## src/rtl/alu_pkg.sv

```systemverilog
// rtl/alu_pkg.sv - shared opcode and flag types for the ALU family
package alu_pkg;

  typedef enum logic [2:0] {
    OP_AND = 3'b000,
    OP_ADD = 3'b001,
    OP_SUB = 3'b010,
    OP_SLT = 3'b011,
    OP_SRL = 3'b100,
    OP_SRA = 3'b101,
    OP_SLL = 3'b110,
    OP_RSV = 3'b111
  } op_t;

  typedef struct packed {
    logic zero;
    logic equal;
    logic overflow;
    logic illegal;
  } flags_t;

endpackage

```

## src/rtl/alu_core.sv

```systemverilog
// rtl/alu_core.sv - combinational ALU datapath and result flags
module alu_core
  import alu_pkg::*;
#(
  parameter int WIDTH = 32,
  parameter int SHW   = $clog2(WIDTH)
) (
  input  logic [WIDTH-1:0] x_i,
  input  logic [WIDTH-1:0] y_i,
  input  op_t              op_i,
  output logic [WIDTH-1:0] z_o,
  output flags_t           flags_o
);

  logic             is_sub;
  logic             is_arith;
  logic             illegal;
  logic [WIDTH-1:0] b_op;
  logic [WIDTH:0]   sum_ext;
  logic             msb_cin;
  logic [SHW-1:0]   amt;

  always_comb begin
    is_sub   = (op_i == OP_SUB);
    is_arith = (op_i == OP_ADD) || is_sub;
    illegal  = (op_i == OP_RSV);
    // SUB shares the adder as x + ~y + 1
    b_op     = is_sub ? ~y_i : y_i;
    sum_ext  = {1'b0, x_i} + {1'b0, b_op} + {{WIDTH{1'b0}}, is_sub};
    msb_cin  = x_i[WIDTH-1] ^ b_op[WIDTH-1] ^ sum_ext[WIDTH-1];
    amt      = y_i[SHW-1:0];

    z_o = '0;
    case (op_i)
      OP_AND:         z_o = x_i & y_i;
      OP_ADD, OP_SUB: z_o = sum_ext[WIDTH-1:0];
      OP_SLT:         z_o = {{(WIDTH-1){1'b0}}, ($signed(x_i) < $signed(y_i))};
      OP_SRL:         z_o = x_i >> amt;
      OP_SRA:         z_o = $unsigned($signed(x_i) >>> amt);
      OP_SLL:         z_o = x_i << amt;
      default:        z_o = '0;
    endcase

    flags_o.illegal  = illegal;
    flags_o.overflow = is_arith & (msb_cin ^ sum_ext[WIDTH]);
    flags_o.zero     = !illegal && (z_o == '0);
    flags_o.equal    = !illegal && (x_i == y_i);
  end

endmodule

```

## src/rtl/alu_pipe.sv

```systemverilog
// rtl/alu_pipe.sv - two-stage registered ALU with valid/ready handshake and sticky overflow
module alu_pipe
  import alu_pkg::*;
#(
  parameter int WIDTH = 32,
  parameter int SHW   = $clog2(WIDTH)
) (
  input  logic             clk,
  input  logic             rst_n,
  input  logic             in_valid,
  output logic             in_ready,
  input  logic [WIDTH-1:0] x,
  input  logic [WIDTH-1:0] y,
  input  logic [2:0]       op,
  output logic             out_valid,
  input  logic             out_ready,
  output logic [WIDTH-1:0] z,
  output logic             zero,
  output logic             equal,
  output logic             overflow,
  output logic             illegal,
  output logic             sticky_ovf,
  input  logic             clr_sticky
);

  logic [WIDTH-1:0] x_q, x_d, y_q, y_d, z_q, z_d;
  op_t              op_q, op_d;
  flags_t           flags_q, flags_d;
  logic             s1_valid_q, s1_valid_d, s2_valid_q, s2_valid_d;
  logic             sticky_q, sticky_d;
  logic             s2_free, s1_adv, accept;
  logic [WIDTH-1:0] core_z;
  flags_t           core_flags;

  alu_core #(.WIDTH(WIDTH), .SHW(SHW)) u_core (
    .x_i     (x_q),
    .y_i     (y_q),
    .op_i    (op_q),
    .z_o     (core_z),
    .flags_o (core_flags)
  );

  always_comb begin
    s2_free    = !s2_valid_q || out_ready;
    s1_adv     = s1_valid_q && s2_free;
    in_ready   = !s1_valid_q || s1_adv;
    accept     = in_valid && in_ready;

    s1_valid_d = accept || (s1_valid_q && !s1_adv);
    s2_valid_d = s1_adv || (s2_valid_q && !out_ready);
    x_d        = accept ? x : x_q;
    y_d        = accept ? y : y_q;
    op_d       = accept ? op_t'(op) : op_q;
    z_d        = s1_adv ? core_z : z_q;
    flags_d    = s1_adv ? core_flags : flags_q;
    // A setting transfer beats a simultaneous clear
    sticky_d   = (s2_valid_q && out_ready && flags_q.overflow) || (sticky_q && !clr_sticky);
  end

  always_ff @(posedge clk or negedge rst_n) begin
    if (!rst_n) begin
      x_q        <= '0;
      y_q        <= '0;
      op_q       <= OP_AND;
      s1_valid_q <= 1'b0;
      s2_valid_q <= 1'b0;
      z_q        <= '0;
      flags_q    <= '0;
      sticky_q   <= 1'b0;
    end else begin
      x_q        <= x_d;
      y_q        <= y_d;
      op_q       <= op_d;
      s1_valid_q <= s1_valid_d;
      s2_valid_q <= s2_valid_d;
      z_q        <= z_d;
      flags_q    <= flags_d;
      sticky_q   <= sticky_d;
    end
  end

  assign out_valid  = s2_valid_q;
  assign z          = z_q;
  assign zero       = flags_q.zero;
  assign equal      = flags_q.equal;
  assign overflow   = flags_q.overflow;
  assign illegal    = flags_q.illegal;
  assign sticky_ovf = sticky_q;

endmodule
```

## config.mk

```make
export PLATFORM = sky130hd
export DESIGN_NAME = alu_pipe
export DESIGN_NICKNAME = d
export VERILOG_FILES = /design/src/rtl/alu_pkg.sv /design/src/rtl/alu_core.sv /design/src/rtl/alu_pipe.sv
export SDC_FILE = /design/constraint.sdc
export NUM_CORES = 1
export LEC_CHECK = 0
export CAP_MARGIN = 20
export CORE_MARGIN = 5
export CORE_UTILIZATION = 55
export DETAILED_ROUTE_END_ITERATION = 6
export GPL_ROUTABILITY_DRIVEN = 0
export PLACE_DENSITY = 0.77
export REMOVE_ABC_BUFFERS = 1
export SYNTH_ARGS = -nofsm -noshare
export SYNTH_HDL_FRONTEND = slang
export SYNTH_HIERARCHICAL = 1
export SYNTH_SLANG_ARGS = --single-unit
```

## constraint.sdc

```tcl
create_clock -name clk -period 9.7 [get_ports clk]
set_input_delay 1.94 -clock clk [delete_from_list [all_inputs] [get_ports clk]]
set_output_delay 1.94 -clock clk [all_outputs]
set_load 0.005 [all_outputs]
```

### Signal metal coverage by tile

The bar under the picture is 50 um long. 32 x 32 tiles, from dark blue (low) to red (high), scaled to the fullest tile. Values are wire area over tile area, all layers added.
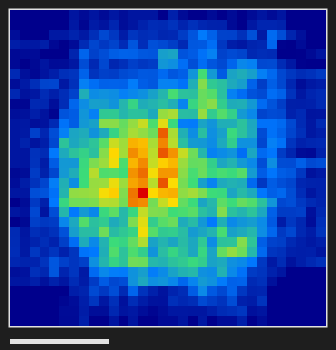
12% of the tiles are nearly empty. The mean over all tiles is 0.28. 13% of the tiles are over half the peak. The emptiest ninth of the die: north-west.

### Met3 routing

The bar under the picture is 50 um long.
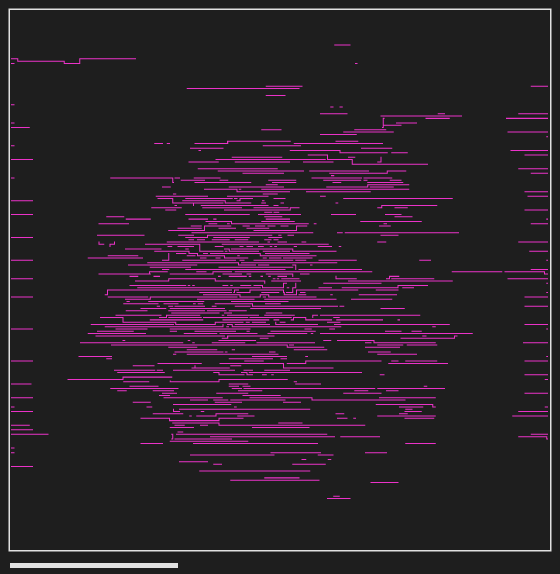
324 nets have wire on it. The layer holds 13% of the routed length. The wires run mostly horizontal. The longest straight run is 52.2 um.

==> flow_summary.ini <==
; physical design summary
[placed_design]
portBuffers = 110
hpwl_um = 29600
place_inst = 1622

[synthesis]
logic_family = multiplexers
synthDistinctLibCells = 82
ys_sh_simple_pct = 13.9
most_common_cell = dfrtp_1
ys.warnings.count = 6
synth-xor-area-share_pct = 3.31
ff_type = dfrtp_1
muxShareOfSynthArea_pct = 27.7
aoi_share_pct = 17.3
yosys_cells = 1306
syn_area_per_cell_um2 = 9.52
yosysTopAreaCell = dfrtp_1
syn_inst = 1306
synth_chip_area_mm2 = 0.0124
synth_top_area_share_pct = 21.3
synth-edff-count = 0
ys_top_cells_by_count = dfrtp_1, ha_1, mux2_2, nand2_1, a21oi_1

[final_layout]
area_delta_synth_final_pct = 11.6
post-route-util_pct = 61.9
comb_share_pct = 65.5
comb_area_mm2 = 0.00909
nClkBuffers = 9
fin_area_mm2 = 0.0139
logic_gates = 1054
num-nets-final = 1527
buffer_area_share_pct = 9.00
seq_area_share_pct = 19.2
fin_cells = 1639
clk_share_pct = 2.35
regArea_mm2 = 0.00266
drive_above_1_share_pct = 18.5
fillers = 1934

[final_timing]
setup_slack_ns = 3.86
slew_violations = 0
setup_viol = 0
skew_ns = 0.00685
period_used_pct = 60.2
fmax_mhz = 171
hold_slack_ns = 0.505
rsz0062_at_grt = no
worst_pin_slew_ns = 1.08
period_minus_slack_ns = 5.84
final.setup.tns_ns = 0
relSlewSlack_pct = 27.3
finalHoldViolCount = 0

[worst_setup_path]
crit_top_cell = or4_1
path_cells = and2_2, xnor2_1, ha_1, a21oi_1, o21ai_0, and3_1, or3b_2, a211o_1, or4_1, or4_1, or4_1, nor4_1, nand4b_1, nor3_2, mux2_2
slowest_stage = and2_2
critPathCaptureType = flop
reg2regPathDepth = 15
crit_required_ns = 10.00
r2r-start = op_q[1]
worstReg2RegEnd = zero
cp_max_fo = 31
crit_family = simple AND/OR/NAND/NOR gates
start_kind = flop

[flow_run]
max-cap-violations = 0
warnings = 67

[drt]
vias = 11661
drt_iter0_markers = 1930
finalWirelength_um = 40500
drc = 104
ant_nets = 0
dr.pass1.iters = 7
post_drt_wl_per_cell_um = 24.7
viasPerCell = 7.11

[min_path]
hold_depth = 1
hp-start = z[20]
worst_hold_path_type = flop to flop

[global_routing]
grt_pass1_vias = 11049
grt_pass1_wl_um = 63000
overflow = 0
grt.total_usage_pct = 30.6
antenna_found_initial = 1

[floorplan]
nWellTaps = 285
ios = 111
core_area_mm2 = 0.0224
die_h_um = 160
die_w_um = 160
floorplan.core_util_pct = 55.4
rows = 55

[power]
p_seq_share_pct = 24.5
p_comb_share_pct = 61.5
pg_seq_uw = 726
power_leader = combinational cells
netSwitchingFraction_pct = 45.2
power.clock.fraction_pct = 14.0
irDropWorstVdd_mv = 0.110
power_clock_uw = 414
pwr_density_cell_mw_per_mm2 = 214
power_mw = 2.96
p_sw_mw = 1.34
p_leak_nw = 5.88
comb-power_mw = 1.82

[clocking]
post_cts_buffers = 0
clk_pin_slew_ns = 0.08
htreeDepth = 3
ctsLongestPathBuffers = 2
tritoncts = done
cts-root-buf = clkbuf_16
clock-sinks = 106

[outcome]
status = finished, violations left
violations = design-rule violations
### Placement by cell class

Fill, decap, tap and diode cells in grey.
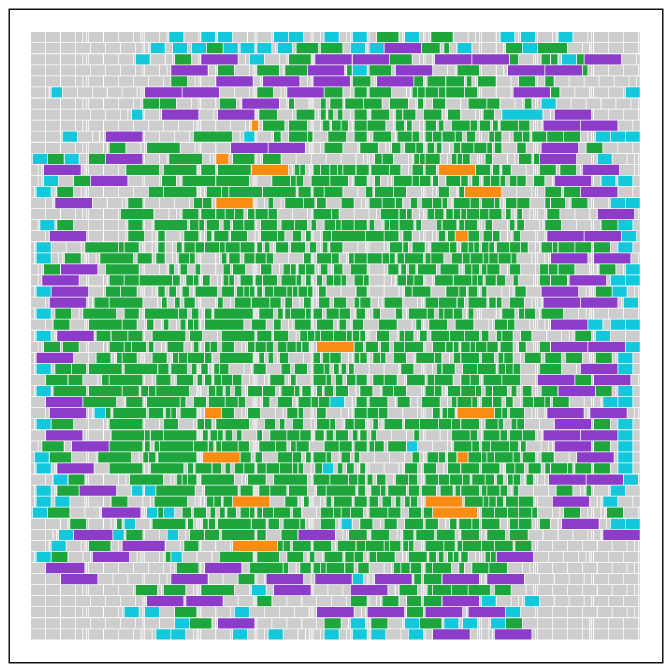
Cyan marks remaining buffers and delay cells, cells 127. Purple marks sequential cells, cells 106. Green marks combinational and other logic, cells 1105. Orange marks clock drivers and dummy loads, cells 16.

### The clock network

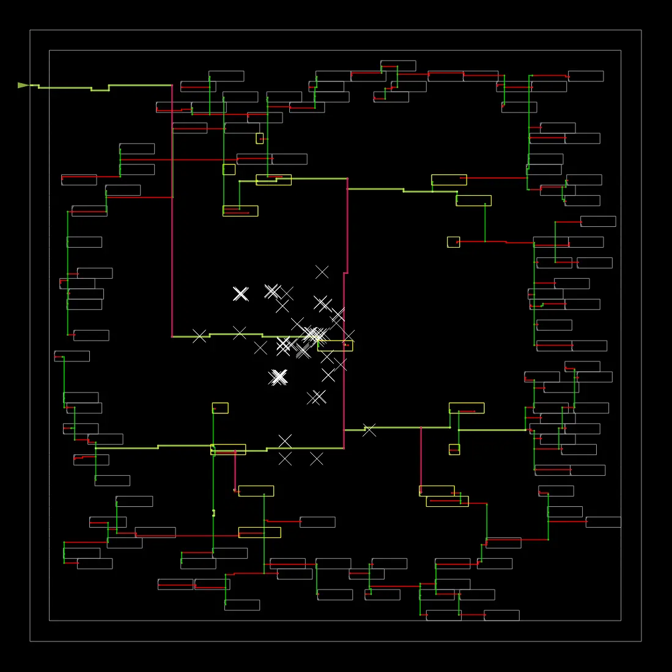
flop count: 106
Latency at later pin: 0.36 ns

how the worst max path moves through the flow:
stage,from,to,slack (ns),cells past startpoint
final,op_q[1],zero,3.86,15
after global routing,op_q[1],zero,3.53,15
after CTS,op_q[1],zero,3.89,15
after detailed placement,op_q[2],zero,3.92,16
after global placement,op_q[1],zero,4.08,15
after floorplan,y_q[2],zero,2.87,15
flip-flops by register name, indices dropped and copies added, names as in the netlist:
register / flops
x_q: 32
sticky_ovf: 1
op_q: 3
out_valid: 1
s1_valid_q: 1
equal: 1
illegal: 1
y_q: 32
z: 32
overflow: 1
zero: 1
layer usage:
layer | track usage (%) | vias up | wire length (um)
met1 | 42.2 | 5503 | 15900
met5 | 0 | - | 11
met3 | 8.75 | 211 | 5250
met2 | 44.8 | 887 | 16900
met4 | 14.1 | 2 | 2450
li1 | - | 5058 | -
